`src/rtl/dma_priority_arbiter.sv`:
```
`default_nettype none
// ============================================================================
// Module   : dma_priority_arbiter
// Brief    : 8237-style DMA request qualification, HRQ/HLDA handshake and
//            fixed/rotating channel priority. Optional macro PRIORITY_STATUS_EN
//            adds the reqStatus output.
// Revision : 1.0
// ============================================================================
module dma_priority_arbiter #(
    parameter int NUM_CH = 4
) (
    input  logic              CLK,
    input  logic              RESET_N,
    input  logic [NUM_CH-1:0] DREQ,
    input  logic              dreqSenseLow,
    input  logic              dackSenseHigh,
    input  logic              rotatingPriority,
    input  logic              controllerDisable,
    input  logic [NUM_CH-1:0] maskReg,
    input  logic [NUM_CH-1:0] requestReg,
    input  logic              HLDA,
    input  logic              serviceDone,
    output logic              HRQ,
    output logic [NUM_CH-1:0] DACK,
    output logic [1:0]        activeChannel,
    output logic              channelValid,
`ifdef PRIORITY_STATUS_EN
    output logic [NUM_CH-1:0] reqStatus,
`endif
    output logic [NUM_CH-1:0] swReqClear
);

    typedef enum logic [1:0] {
        S_IDLE    = 2'd0,
        S_REQ     = 2'd1,
        S_GRANT   = 2'd2,
        S_RELEASE = 2'd3
    } state_t;

    state_t            r_state;
    state_t            w_next;
    logic              r_hrq;
    logic              r_valid;
    logic [1:0]        r_active;
    logic [1:0]        r_lastServed;
    logic [NUM_CH-1:0] r_swClr;
    logic [NUM_CH-1:0] r_dack;

    logic [NUM_CH-1:0] w_effReq;
    logic              w_anyReq;
    logic [1:0]        w_base;
    logic [1:0]        w_idx;
    logic [1:0]        w_winner;
    logic [1:0]        w_nextActive;
    logic [NUM_CH-1:0] w_swClr;
    logic [NUM_CH-1:0] w_dackAct;
    logic              w_updPtr;
    logic              w_grantNext;

    // Priority scan runs from lowest to highest so the highest-priority hit wins.
    always_comb begin
        w_effReq = ((DREQ ^ {NUM_CH{dreqSenseLow}}) & ~maskReg) | requestReg;
        w_anyReq = |w_effReq;
        w_base   = rotatingPriority ? (r_lastServed + 2'd1) : 2'd0;
        w_winner = w_base;
        w_idx    = w_base;
        for (int i = NUM_CH - 1; i >= 0; i--) begin
            w_idx = w_base + 2'(i);
            if (w_effReq[w_idx]) begin
                w_winner = w_idx;
            end
        end
    end

    always_comb begin
        w_next       = r_state;
        w_nextActive = r_active;
        w_swClr      = '0;
        w_updPtr     = 1'b0;
        case (r_state)
            S_IDLE: begin
                if (w_anyReq && !controllerDisable) begin
                    w_next = S_REQ;
                end
            end
            S_REQ: begin
                if (HLDA) begin
                    if (w_anyReq) begin
                        w_next       = S_GRANT;
                        w_nextActive = w_winner;
                    end else begin
                        w_next = S_RELEASE;
                    end
                end else if (!w_anyReq) begin
                    w_next = S_IDLE;
                end
            end
            S_GRANT: begin
                // serviceDone wins over a simultaneous HLDA drop
                if (serviceDone) begin
                    w_next            = S_RELEASE;
                    w_swClr[r_active] = 1'b1;
                    w_updPtr          = rotatingPriority;
                end else if (!HLDA) begin
                    w_next = S_RELEASE;
                end
            end
            S_RELEASE: begin
                if (!HLDA) begin
                    w_next = S_IDLE;
                end
            end
            default: w_next = S_IDLE;
        endcase
        w_grantNext = (w_next == S_GRANT);
        w_dackAct   = '0;
        if (w_grantNext) begin
            w_dackAct[w_nextActive] = 1'b1;
        end
    end

    always_ff @(posedge CLK) begin
        if (!RESET_N) begin
            r_state      <= S_IDLE;
            r_hrq        <= 1'b0;
            r_valid      <= 1'b0;
            r_active     <= 2'd0;
            r_swClr      <= '0;
            r_dack       <= dackSenseHigh ? '0 : '1;
            r_lastServed <= 2'd3;
        end else begin
            r_state  <= w_next;
            r_hrq    <= (w_next == S_REQ) || (w_next == S_GRANT);
            r_valid  <= w_grantNext;
            r_active <= w_nextActive;
            r_swClr  <= w_swClr;
            r_dack   <= dackSenseHigh ? w_dackAct : ~w_dackAct;
            if (w_updPtr) begin
                r_lastServed <= r_active;
            end
        end
    end

`ifdef PRIORITY_STATUS_EN
    logic [NUM_CH-1:0] r_reqStatus;

    // Software bit drops together with its swReqClear pulse; a live DREQ keeps it set.
    always_ff @(posedge CLK) begin
        if (!RESET_N) begin
            r_reqStatus <= '0;
        end else begin
            r_reqStatus <= (DREQ ^ {NUM_CH{dreqSenseLow}}) | (requestReg & ~w_swClr);
        end
    end

    assign reqStatus = r_reqStatus;
`endif

    assign HRQ           = r_hrq;
    assign DACK          = r_dack;
    assign activeChannel = r_active;
    assign channelValid  = r_valid;
    assign swReqClear    = r_swClr;

endmodule
`default_nettype wire
```
`config.mk`:
```
export PLATFORM = sky130hd
export DESIGN_NAME = dma_priority_arbiter
export DESIGN_NICKNAME = d
export VERILOG_FILES = /design/src/rtl/dma_priority_arbiter.sv
export SDC_FILE = /design/constraint.sdc
export NUM_CORES = 1
export LEC_CHECK = 0
export CELL_PAD_IN_SITES_DETAIL_PLACEMENT = 0
export CELL_PAD_IN_SITES_GLOBAL_PLACEMENT = 2
export CORE_ASPECT_RATIO = 1.75
export CORE_MARGIN = 3
export CORE_UTILIZATION = 23
export DETAILED_ROUTE_END_ITERATION = 12
export PLACE_DENSITY = 0.71
export REMOVE_ABC_BUFFERS = 1
export SKIP_LAST_GASP = 1
export SYNTH_ARGS = -nofsm -noshare
export SYNTH_HDL_FRONTEND = slang
export SYNTH_SLANG_ARGS = --single-unit
```
`constraint.sdc`:
```
create_clock -name CLK -period 2.2 [get_ports CLK]
set_input_delay 0.44 -clock CLK [delete_from_list [all_inputs] [get_ports CLK]]
set_output_delay 0.44 -clock CLK [all_outputs]
set_load 0.05 [all_outputs]
```
==> flow_summary_export.csv, run 1 <==
group,metric,value,unit
run_status,outcome,"complete, but fails checks",
run_status,violations,"setup timing",
cts,clk_pin_slew,0.06,ns
cts,cts.sinks,16,
power_and_ir_drop,p_per_area,475,mW/mm^2
cells_and_area,final_nets,198,
worst_setup_path,arrival,2.55,ns
cells_and_area,clkCellAreaFrac,2.32,%
power_and_ir_drop,maxPowerGroup,"combinational cells",
worst_setup_path,endpoint_kind,"register",
detailed_routing,first_iter_violations,24,
worst_setup_path,cp-startpoint,"DREQ[3]",
worst_setup_path,r2r_end,"DACK[2]",
cells_and_area,logic_gates,84,
cts,cts-root-buf,"clkbuf_8",
timing,clock_skew,0.00705,ns
power_and_ir_drop,pg_comb,0.321,mW
power_and_ir_drop,peakVddDrop,0.269,mV
yosys,ys_async_sr_fraction,0,%
global_routing,grt_max_degree,10,
worst_setup_path,max_stage_delay,0.53,ns
timing,post-route-min-period,2.38,ns
timing,layout_setup_ws,-0.185,ns
cells_and_area,syn_to_final_growth,81.0,%
yosys,synthCells,108,
cells_and_area,buffers,68,
timing,fin_crit_sh,108,%
worst_setup_path,timing.rr.start,"r_lastServed[0]",
cells_and_area,layout.area.comb,762,sq um
power_and_ir_drop,seq-power,0.316,mW
placement,hpwl,2440,um
timing,hold_viol,0,
floorplanning,row_count,30,
cells_and_area,seq_area_share,18.1,%
placement,place_area,0.00151,sq mm
cells_and_area,inverters,4,
floorplanning,fp.dieW,55.4,um
yosys,ys_cells,108,
detailed_routing,drc,0,
yosys,post-synth-top-area-cell,"dfxtp_1",
min_path,hold_path_class,"reg -> reg",
yosys,ys_top_cells_by_count,"dfxtp_1 (16), nand2_1 (9), nor2_1 (6)",
placement,io_buffer_count,31,
flow_run,warning_count,27,
floorplanning,taps,48,
floorplanning,coreArea,0.00398,sq mm
cells_and_area,num_antenna_cells,0,
timing,setup_violations,4,
worst_setup_path,r2r_slack,-0.07,ns
worst_setup_path,worstRegToRegCells,8,
power_and_ir_drop,power_clock,0.208,mW
power_and_ir_drop,pwr-share-comb,38.0,%
power_and_ir_drop,seq_power_share,37.4,%
yosys,edf_count,0,
floorplanning,chip_area,0.00513,sq mm
detailed_routing,dr.pass1.iters,4,
timing,worst_slew_pin_slew,0.497,ns
global_routing,antenna_found_initial,0,
cells_and_area,buf_share,32.6,%
power_and_ir_drop,p_int,0.589,mW
floorplanning,fp_util,24.7,%
power_and_ir_drop,switchingPower,0.257,mW
worst_setup_path,cp_slowest_cell,"or4_4",
timing,rsz0062_at_grt,"yes",
cells_and_area,comb_share,42.8,%
worst_setup_path,start_kind,"primary input",
global_routing,grt_pass1_wl,5180,um
floorplanning,die_h,92.5,um
cts,cts_made_buffers,3,
cts,clock_latency,0.24,ns
cells_and_area,seqCellArea,322,sq um
detailed_routing,vias_per_cell,4.91,
## run 1: layer usage
layer  wire length [um]  track usage (%)  up-vias
li1                   -                -      539
met1               1050             11.2      503
met2               1880             25.7       42
met3                158             1.81       10
met4                131             7.91        0
met5                  0                0        -
## run 1: sequential cells by signal (all words and copies together), names as in the netlist
signal	cells
r_lastServed	2
HRQ	1
channelValid	1
swReqClear	4
DACK	4
r_state	2
activeChannel	2
## run 1: layout by cell type (no fill, tap or decap), types with 4 or more instances in the layout
cell and instances:
mux2i_1 4, nand2_1 8, dlygate4sd2_1 9, nor2b_1 4, dfxtp_1 15, o211ai_1 4, nor2_1 6, buf_4 36
clkdlybuf4s50_1 17
## run 1: cells by family after synthesis
group / after synthesis / synth area share [%]
AND-OR/OR-AND: 33 / 27.1
XOR/XNOR: 9 / 8.01
adder cells (fa/ha/maj): 1 / 1.27
buffers and inverters: 8 / 4.32
flip-flops: 16 / 32.6
multiplexers: 5 / 6.36
AND/OR/NAND/NOR: 36 / 20.4
## run 1: what timing repair did
item / CTS / global route
pin swaps: 15 / 10
gates resized: 52 / 12
setup buffers: 11 / 2
endpoints found under the setup margin: 9 / 6
## run 1: worst max-delay path, delay by kind of cell
family	cells	cell delay, ns
AND/OR/NAND/NOR	3	0.89
AND-OR/OR-AND	3	0.59
XOR/XNOR	2	0.32
adder cells (fa/ha/maj)	1	0.21
buffers and inverters	1	0.10
## run 1: per-stage QoR
stage	setup slack [ns]	power (mW)	std cells
2_1_floorplan	-0.149	0.451	104
3_3_place_gp	-0.834	0.577	207
3_5_place_dp	-0.890	0.579	207
4_1_cts	-0.165	0.829	221
5_1_grt	-0.237	0.888	223
6_report	-0.185	0.845	223
Figure 1. Cell area per tile (run 1).
6 x 9 tiles, from white (low) to dark blue (high), 0 to 100% covered.
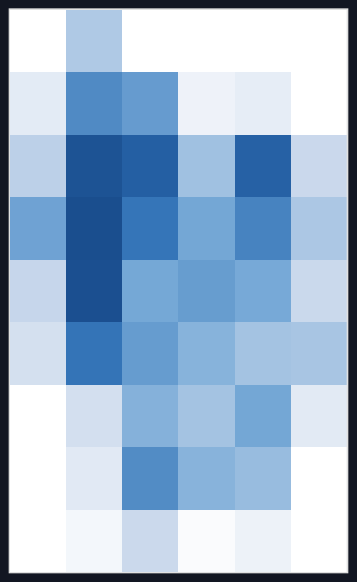
9.3% of the tiles are over 75% full. The emptiest ninth of the die: lower left. The fullest tile reaches 88%.

Figure 2. Signal wires by layer (run 1).
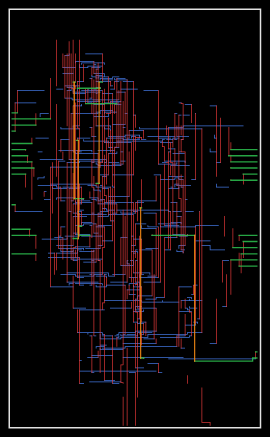
Key: metal 1 = blue [wire length 1050 um]; metal 2 = red [wire length 1880 um]; metal 4 = orange [wire length 131 um]; metal 3 = green [wire length 159 um]
GRT Util Overall: 12.7%
WL/cell: 14.4 um
Vias: 1094
Final Routed Wirelength: 3220 um

Figure 3. Gate-type map (run 1).
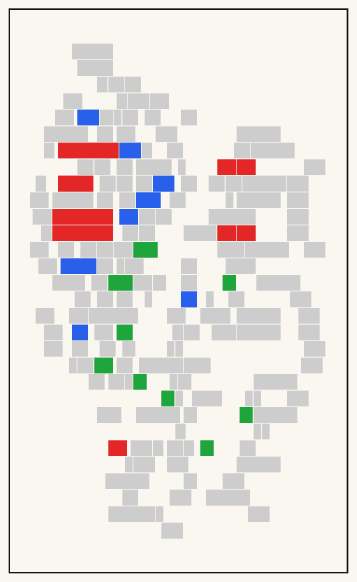
Key: AND and OR gates = green [cells 9, most used and2_1]; XOR/XNOR gates = red [cells 9, most used xor2_1]; AND-OR and OR-AND gates = blue [cells 8]

Figure 4. The metal 2 layer (run 1).
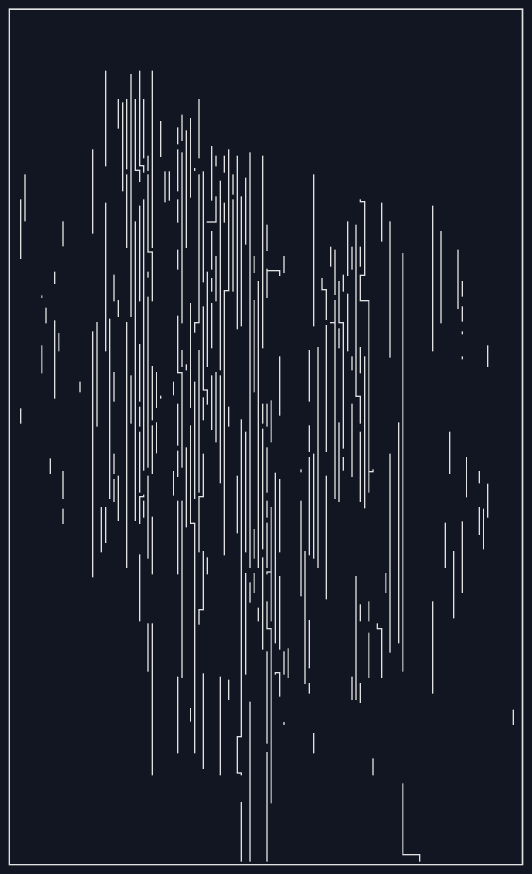

==> run 2, diff against run 1 <==
- CORE_UTILIZATION: 23 -> 26
- PLACE_DENSITY: 0.71 -> 0.76
- clock period: 2.2 -> 2.6 ns (I/O delays scaled with it)
Figure 5. The metal 2 layer (run 2).
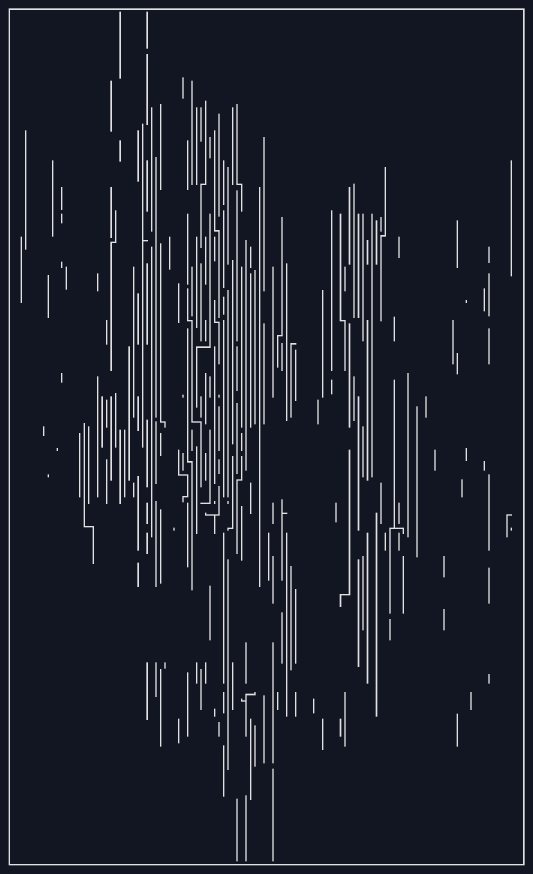
172 nets have wire on it. The wires run mostly vertical. The layer carries 1680 um of wire. The layer holds 58% of the routed length.
Final Routed Wirelength: 2910 um
Vias: 1074

==> flow_summary_export.csv, run 2 <==
group,metric,value,unit
run_status,outcome,"finished, final reports clean",
yosys,ys_sh_simple,20.4,%
yosys,synthAoiAreaFrac,27.1,%
power_and_ir_drop,seq_power_share,38.6,%
cts,cts-root-buf,"clkbuf_8",
cts,clk_path_buf_depth,2,
flow_run,cap_violations,0,
power_and_ir_drop,finalPower,0.695,mW
worst_setup_path,critPathBufInv,5,
cells_and_area,num_antenna_cells,0,
floorplanning,row_count,29,
cells_and_area,final_nets,190,
global_routing,grt_max_degree,10,
placement,pre_cts_ws,-0.659,ns
yosys,synth.area.mux_share,6.36,%
global_routing,antenna_found_initial,0,
floorplanning,fp.dieW,52.5,um
worst_setup_path,start_kind,"primary input",
cells_and_area,lay_top_cells,"buf_4 (29), clkdlybuf4s50_1 (19), dfxtp_1 (16)",
floorplanning,die_h,87.4,um
worst_setup_path,max_stage_delay,0.37,ns
min_path,hold_path_class,"reg -> reg",
cts,clk_pin_slew,0.06,ns
power_and_ir_drop,switchingPower,0.209,mW
yosys,synthAdderAreaFrac,1.27,%
timing,post-route-min-period,2.56,ns
yosys,ys_cells,108,
worst_setup_path,arrival,2.73,ns
global_routing,grt_pass1_wl,4600,um
yosys,ys_async_sr_fraction,0,%
cells_and_area,final_layout_top_logic_cell,"buf_4",
cts,cts_made_buffers,3,
worst_setup_path,cp-startpoint,"DREQ[3]",
detailed_routing,dr.pass1.iters,4,
power_and_ir_drop,clkPwrFrac,25.0,%
floorplanning,fp_util,27.1,%
yosys,synth.distinct_cells,48,
power_and_ir_drop,p_int,0.487,mW
yosys,post-synth-top-area-cell,"dfxtp_1",
worst_setup_path,critPathTopFamily,"buffers and inverters",
worst_setup_path,cp_slowest_cell,"o41a_1",
timing,hold_viol,0,
power_and_ir_drop,leakage,0.749,nW
worst_setup_path,endpoint_kind,"register",
flow_run,warning_count,26,
placement,hpwl,2280,um
cts,clock_latency,0.24,ns
yosys,xor_share,8.02,%
placement,placedCellCount,204,
yosys,ys_top_cells_by_count,"dfxtp_1 (16), nand2_1 (9), nor2_1 (6)",
worst_setup_path,timing.rr.start,"r_lastServed[0]",
detailed_routing,first_iter_violations,5,
timing,fin_crit_sh,98.4,%
yosys,synthCells,108,
power_and_ir_drop,pwr-share-comb,36.4,%
yosys,ys_top_logic_family,"AND-OR/OR-AND gates",
yosys,edf_count,0,
timing,setup_violations,0,
detailed_routing,vias_per_cell,5.04,
placement,place_area,0.00150,sq mm
cts,cts_tree,"built",
floorplanning,chip_area,0.00459,sq mm
timing,clock_skew,0.00488,ns
detailed_routing,drc,0,
floorplanning,coreArea,0.00363,sq mm
timing,layout_setup_ws,0.0411,ns
cells_and_area,final_cells,213,
power_and_ir_drop,peakVddDrop,0.212,mV
cts,cts.sinks,16,
timing,worst_slew_pin_slew,0.486,ns
cells_and_area,syn_to_final_growth,74.7,%
placement,io_buffer_count,31,
Figure 6. Signal wires by layer (run 2).
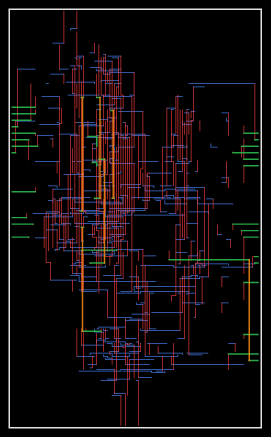
Key: metal 1 = blue [wire length 970 um]; metal 3 = green [wire length 131 um]; metal 2 = red [wire length 1680 um]; metal 4 = orange [wire length 128 um]
GRT Util Overall: 13.3%
WL/cell: 13.6 um

==> run 2: worst paths after layout <==
path	cells after the start	to	slack (ns)
setup reg to reg	9	DACK[2]	0.21
hold / removal	1	swReqClear[1]	0.51
hold reg to reg	1	swReqClear[1]	0.51
setup / recovery	12	DACK[2]	0.04
==> run 2: kinds of logic after synthesis <==
family	after synthesis
and+or+nand+nor	36
AOI/OAI and AO/OA	33
DFF	16
xor gates and xnor gates	9
buffers and inverters	8
muxes	5
adders and majority gates	1
==> run 2: cell type report <==
type,count,area (sq um)
Fill cell,354,1910
Sequential cell,16,320
Timing Repair Buffer,60,537
Clock buffer,3,41.3
Inverter,4,15.0
Multi-Input combinational cell,84,747
Tap cell,46,57.6
==> run 2: power groups by stage <==
| stage | clock network, mW | registers [mW] | logic [mW] |
|---|---|---|---|
| 6_report | 0.174 | 0.268 | 0.253 |
| 2_1_floorplan | 0 | 0.306 | 0.0754 |
| 3_3_place_gp | 0 | 0.274 | 0.216 |
| 5_1_grt | 0.188 | 0.270 | 0.273 |
| 4_1_cts | 0.179 | 0.268 | 0.237 |
| 3_5_place_dp | 0 | 0.273 | 0.219 |
==> run 2: layer usage <==
metal	track usage [%]	vias to the layer above	part of all wire, %
li1	-	519	-
met1	12.3	497	33
met2	25.1	46	58
met3	1.72	12	4.5
met4	9.53	0	4.4
met5	0	-	0
==> run 2: repair_timing <==
action	CTS	global route
pin swaps	9	11
setup endpoints to repair	7	5
resized	26	18
setup buffers	3	3
Power and IR drop assume default switching activity.
